### The clock network

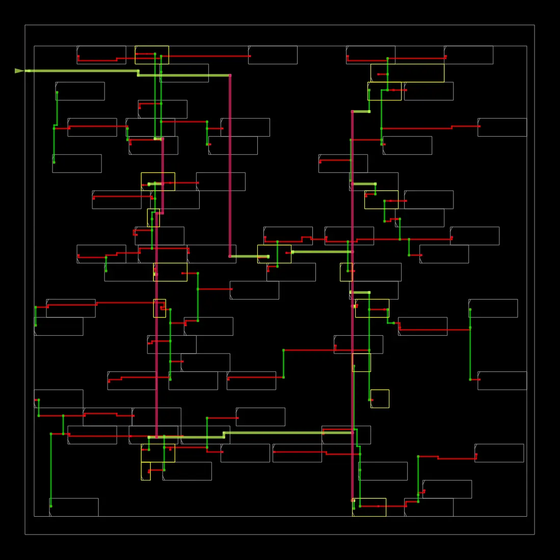
### Signal wires by layer

Scale: 4 px per um.
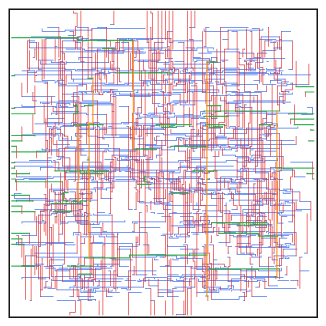
### Met2 routing

Scale: 4 px per um.
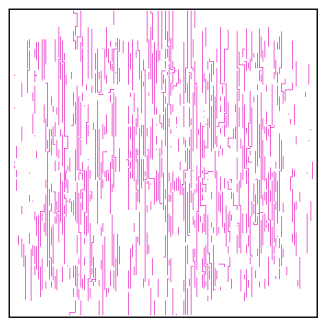
### PDN straps and rails

Scale: 4 px per um. Pins as bars on the die edge. Tap cells in gray.
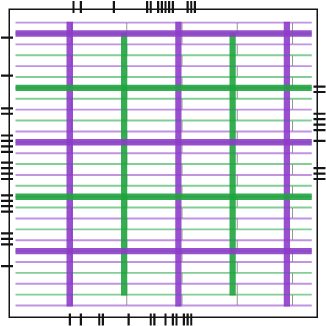
### Metal 3

Scale: 4 px per um.
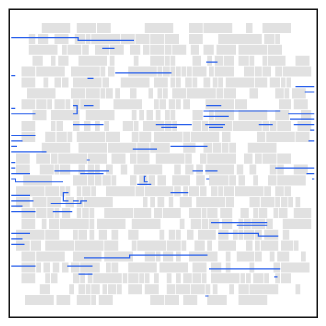
$ cat src/rtl/div_16x8_seq.sv
// div_16x8_seq: sequential restoring divider (16-bit dividend / 8-bit divisor).
// Produces one quotient bit per clock, MSB first, behind a valid/ready
// handshake on both sides with a single division in flight.
module div_16x8_seq #(
   parameter int DIVIDEND_W = 16,
   parameter int DIVISOR_W  = 8
) (
   input  logic                  clk,
   input  logic                  rst_n,
   input  logic                  in_valid,
   output logic                  in_ready,
   input  logic [DIVIDEND_W-1:0] dividend,
   input  logic [DIVISOR_W-1:0]  divisor,
   output logic                  out_valid,
   input  logic                  out_ready,
   output logic [DIVIDEND_W-1:0] quotient,
   output logic [DIVISOR_W-1:0]  remainder,
   output logic                  q_ovf,
   output logic                  div_zero
);

   localparam int CNT_W = (DIVIDEND_W > 1) ? $clog2(DIVIDEND_W) : 1;

   localparam logic [1:0] ST_IDLE = 2'd0;
   localparam logic [1:0] ST_CALC = 2'd1;
   localparam logic [1:0] ST_DONE = 2'd2;

   logic [1:0]            state_reg;
   logic [CNT_W-1:0]      cnt_reg;
   // Dividend bits shift out at the top while quotient bits shift in at the
   // bottom; after the last step this register holds the full quotient.
   logic [DIVIDEND_W-1:0] work_reg;
   logic [DIVISOR_W-1:0]  divisor_reg;
   // Partial remainder is always below the divisor after a step, so only
   // DIVISOR_W bits need to be stored; the extra bit exists only in pr_shift.
   logic [DIVISOR_W-1:0]  pr_reg;

   logic [DIVIDEND_W-1:0] quotient_reg;
   logic [DIVISOR_W-1:0]  remainder_reg;
   logic                  q_ovf_reg;
   logic                  div_zero_reg;

   logic [DIVISOR_W:0]    pr_shift;
   logic [DIVISOR_W:0]    pr_diff;
   logic                  step_ge;
   logic [DIVISOR_W-1:0]  pr_next;
   logic [DIVIDEND_W-1:0] work_next;

   // One restoring step: shift in next dividend bit, trial-subtract, restore.
   always_comb begin
      pr_shift  = {pr_reg, work_reg[DIVIDEND_W-1]};
      pr_diff   = pr_shift - {1'b0, divisor_reg};
      // If the shifted value reached the top bit it is certainly >= divisor;
      // otherwise a borrow into the top bit of the difference means "less".
      step_ge   = pr_shift[DIVISOR_W] | ~pr_diff[DIVISOR_W];
      pr_next   = step_ge ? pr_diff[DIVISOR_W-1:0] : pr_shift[DIVISOR_W-1:0];
      work_next = {work_reg[DIVIDEND_W-2:0], step_ge};
   end

   // Control FSM, datapath iteration and result registers.
   always_ff @(posedge clk) begin
      if (!rst_n) begin
         state_reg     <= ST_IDLE;
         cnt_reg       <= '0;
         work_reg      <= '0;
         divisor_reg   <= '0;
         pr_reg        <= '0;
         quotient_reg  <= '0;
         remainder_reg <= '0;
         q_ovf_reg     <= 1'b0;
         div_zero_reg  <= 1'b0;
      end else begin
         case (state_reg)
            ST_IDLE: begin
               if (in_valid) begin
                  work_reg    <= dividend;
                  divisor_reg <= divisor;
                  cnt_reg     <= '0;
                  pr_reg      <= '0;
                  if (divisor == '0) begin
                     // Division by zero resolves immediately with saturated flags.
                     quotient_reg  <= '1;
                     remainder_reg <= dividend[DIVISOR_W-1:0];
                     q_ovf_reg     <= 1'b1;
                     div_zero_reg  <= 1'b1;
                     state_reg     <= ST_DONE;
                  end else begin
                     state_reg <= ST_CALC;
                  end
               end
            end
            ST_CALC: begin
               work_reg <= work_next;
               pr_reg   <= pr_next;
               cnt_reg  <= cnt_reg + CNT_W'(1);
               if (cnt_reg == CNT_W'(DIVIDEND_W - 1)) begin
                  quotient_reg  <= work_next;
                  remainder_reg <= pr_next;
                  q_ovf_reg     <= |work_next[DIVIDEND_W-1:DIVISOR_W];
                  div_zero_reg  <= 1'b0;
                  state_reg     <= ST_DONE;
               end
            end
            ST_DONE: begin
               if (out_ready) begin
                  state_reg <= ST_IDLE;
               end
            end
            default: begin
               state_reg <= ST_IDLE;
            end
         endcase
      end
   end

   assign in_ready  = (state_reg == ST_IDLE);
   assign out_valid = (state_reg == ST_DONE);
   assign quotient  = quotient_reg;
   assign remainder = remainder_reg;
   assign q_ovf     = q_ovf_reg;
   assign div_zero  = div_zero_reg;

endmodule

$ cat config.mk
export PLATFORM = sky130hd
export DESIGN_NAME = div_16x8_seq
export DESIGN_NICKNAME = d
export VERILOG_FILES = /design/src/rtl/div_16x8_seq.sv
export SDC_FILE = /design/constraint.sdc
export NUM_CORES = 1
export LEC_CHECK = 0
export CORE_UTILIZATION = 57
export DETAILED_ROUTE_END_ITERATION = 10
export PLACE_DENSITY_LB_ADDON = 0.15
export SLEW_MARGIN = 40
export SYNTH_ARGS = -nofsm -noshare
export SYNTH_HDL_FRONTEND = slang
export SYNTH_SLANG_ARGS = --single-unit
$ cat constraint.sdc
create_clock -name clk -period 6.9 [get_ports clk]
set_input_delay 1.38 -clock clk [delete_from_list [all_inputs] [get_ports clk]]
set_output_delay 1.38 -clock clk [all_outputs]
set_load 0.02 [all_outputs]
==> results_dict.tcl <==
# place-and-route summary
set metrics [dict create \
    synth_top_area_share_pct 40.4 \
    core_um2 5240 \
    leakagePower_nw 1.52 \
    dr_wl_met3_um 393 \
    use_met1_pct 36.6 \
    layout-drive-gt1-share_pct 4.93 \
    antenna_found_initial 0 \
    cts_resized 0 \
    rsz0062_at_grt "false" \
    synth_cells 399 \
    yosysMostFrequentCell "nand2_1" \
    tap_cells 70 \
    intPower_w 0.000675 \
    p_comb_w 0.000253 \
    logic_gate_count 296 \
    path_max_fanout 29 \
    drc 0 \
    met1Wirelength_um 3590 \
    max_freq_mhz 302 \
    fin_ws_ns 3.59 \
    adder_share_pct 4.18 \
    xor_share_pct 1.10 \
    overflow 0 \
    critical_path.top_delay_family "AND-OR/OR-AND gates" \
    p_sw_w 0.000326 \
    gp_congestion 0.820 \
    synth_flops 64 \
    max_slew.worst_pin.slew_ns 0.749 \
    combPwrFrac_pct 25.3 \
    h-tree-depth 3 \
    routed_via_density 5.83 \
    mux_area_share_pct 0.631 \
    required_ns 7.17 \
    fillers 436 \
    status "completed" \
    synth.avg_cell_area_um2 7.95 \
    holdCritPathClass "reg -> reg" \
    ff2ff_path_depth 9 \
    r2r_slack_ns 4.29 \
    ys_seq_share_pct 40.4 \
    clk_share_pct 4.82 \
    p_per_area_nw_per_um2 257 \
    critPathCapture "remainder[1]$_SDFFE_PN0P_" \
    swShare_pct 32.6 \
    hold_viol 0 \
    finalHoldWorstSlack_ns 0.467 \
    dp_hpwl_um 5240 \
    layout.cells.most_common "nand2_1" \
    clock_path_buffers 2 \
    antenna_cells 0 \
    cp.arrival_ns 3.58 \
    slowest_delay_ns 0.68 \
    ff_type "dfxtp_1" \
    clk_latency_ns 0.35 \
    first_pass_iters 5 \
    finalPower_w 0.00100 \
    worstHoldEndpoint "divisor_reg[6]$_SDFFE_PN0P_" \
    ys_types 39 \
    holdPathStages 2 \
    place_area_um2 3710 \
    tool_warnings 26 \
    nNonClkInverters 12 \
    mi_logic_area_um2 1720 \
    fin_crit_ns 3.31 \
    layout_top_cells "nand2_1, dfxtp_1, clkdlybuf4s50_1" \
    cts-hold-fix-buffers 0 \
    io_buffers 55 \
    sh_seq_area_pct 32.9 \
    die_h_um 76.6 \
    ys_sh_aoi_pct 22.0 \
    postRouteAntennaNets 0 \
    vias 3009 \
    cp-start-kind "input pin" \
    yosys_cells 399 \
    area_leaders "dfxtp_1, nand2_1, o21ai_0" \
    top_area_cell "dfxtp_1" \
    cts_tree "yes" \
    top_layer "met4" \
    clkTransAtPathRegs_ns 0.07 \
    ff_count 64 \
    finClkSkew_ns 0.00689 \
    power-top-group "registers" \
    maxSlewHeadroom_pct 50.0 \
    placedCellCount 500 \
    worstReg2RegEnd "remainder[6]$_SDFFE_PN0P_" \
    drt-initial-drc-count 229 \
    rows 26 \
    timing.final.crit_share_pct 48.0 \
    synth.comb.largest_family "simple AND/OR/NAND/NOR gates" \
    fin_setup_tns_ns 0 \
    gr-usage-met3_pct 4.31 \
    met2_usage_pct 45.6 \
    grt_pass1_vias 2811 \
    final_cells 516 \
    fin_area_um2 3900 \
    ys_chip_area_um2 3170 \
    pg_clk_w 0.000313 \
    dominant_cells "combinational gates" \
    fp.dieW_um 76.6 \
    ir_drop_v 0.000146 \
    slowest_stage "or3b_1" \
    clock_power_share_pct 31.3 \
    min_from "divisor_reg[6]$_SDFFE_PN0P_" \
    worst-path-buf-inv 1 \
    syn2layout_area_growth_pct 22.9 \
    crit_path_start "in_valid" \
    nets 479 \
    top_usage_layer "met2" \
    grt_first_pass_wirelength_um 13100 \
    pre_cts_ws_ns 3.25 \
    signal_buffers 58 \
    wl_per_cell_um 15.1 \
    seqCellArea_um2 1280 \
    post-route-util_pct 74.4 \
    io_pins 56 \
    max_cap_violations 0 \
    edf_count 0 \
    area_share_nonclk_buffers_pct 14.7 \
    setup_viol 0 \
    critical_path_cell_count 6 \
    drv_slew 0 \
    seq_power_share_pct 43.4 \
    ys_async_sr_fraction_pct 0 \
    grt.total_usage_pct 28.5 \
    crit_type "in -> reg" \
]
About 'The clock network':
clock buf count: 10
total CTS buffers: 9
Clock Sinks: 64

About 'Signal wires by layer':
- orange: met4 (wire length 192 um)
- blue: met1 (wire length 3590 um)
- red: met2 (wire length 3620 um)
- green: met3 (wire length 394 um)

About 'Met2 routing':
- share of all routed wire: 46%
- wire length on this layer: 3620 um
- nets with wire on the layer: 411
- main direction: vertical

About 'PDN straps and rails':
- green: VDD
- purple: VSS
- rows: 26
- met4 straps: 5
- signal pins: 56
- tap cells: 70
- met5 straps: 5

About 'Metal 3':
- wire length on this layer: 394 um
- main direction: horizontal
- longest straight run: 19.3 um

No activity file was given, so power comes from the tool's default toggle rates.
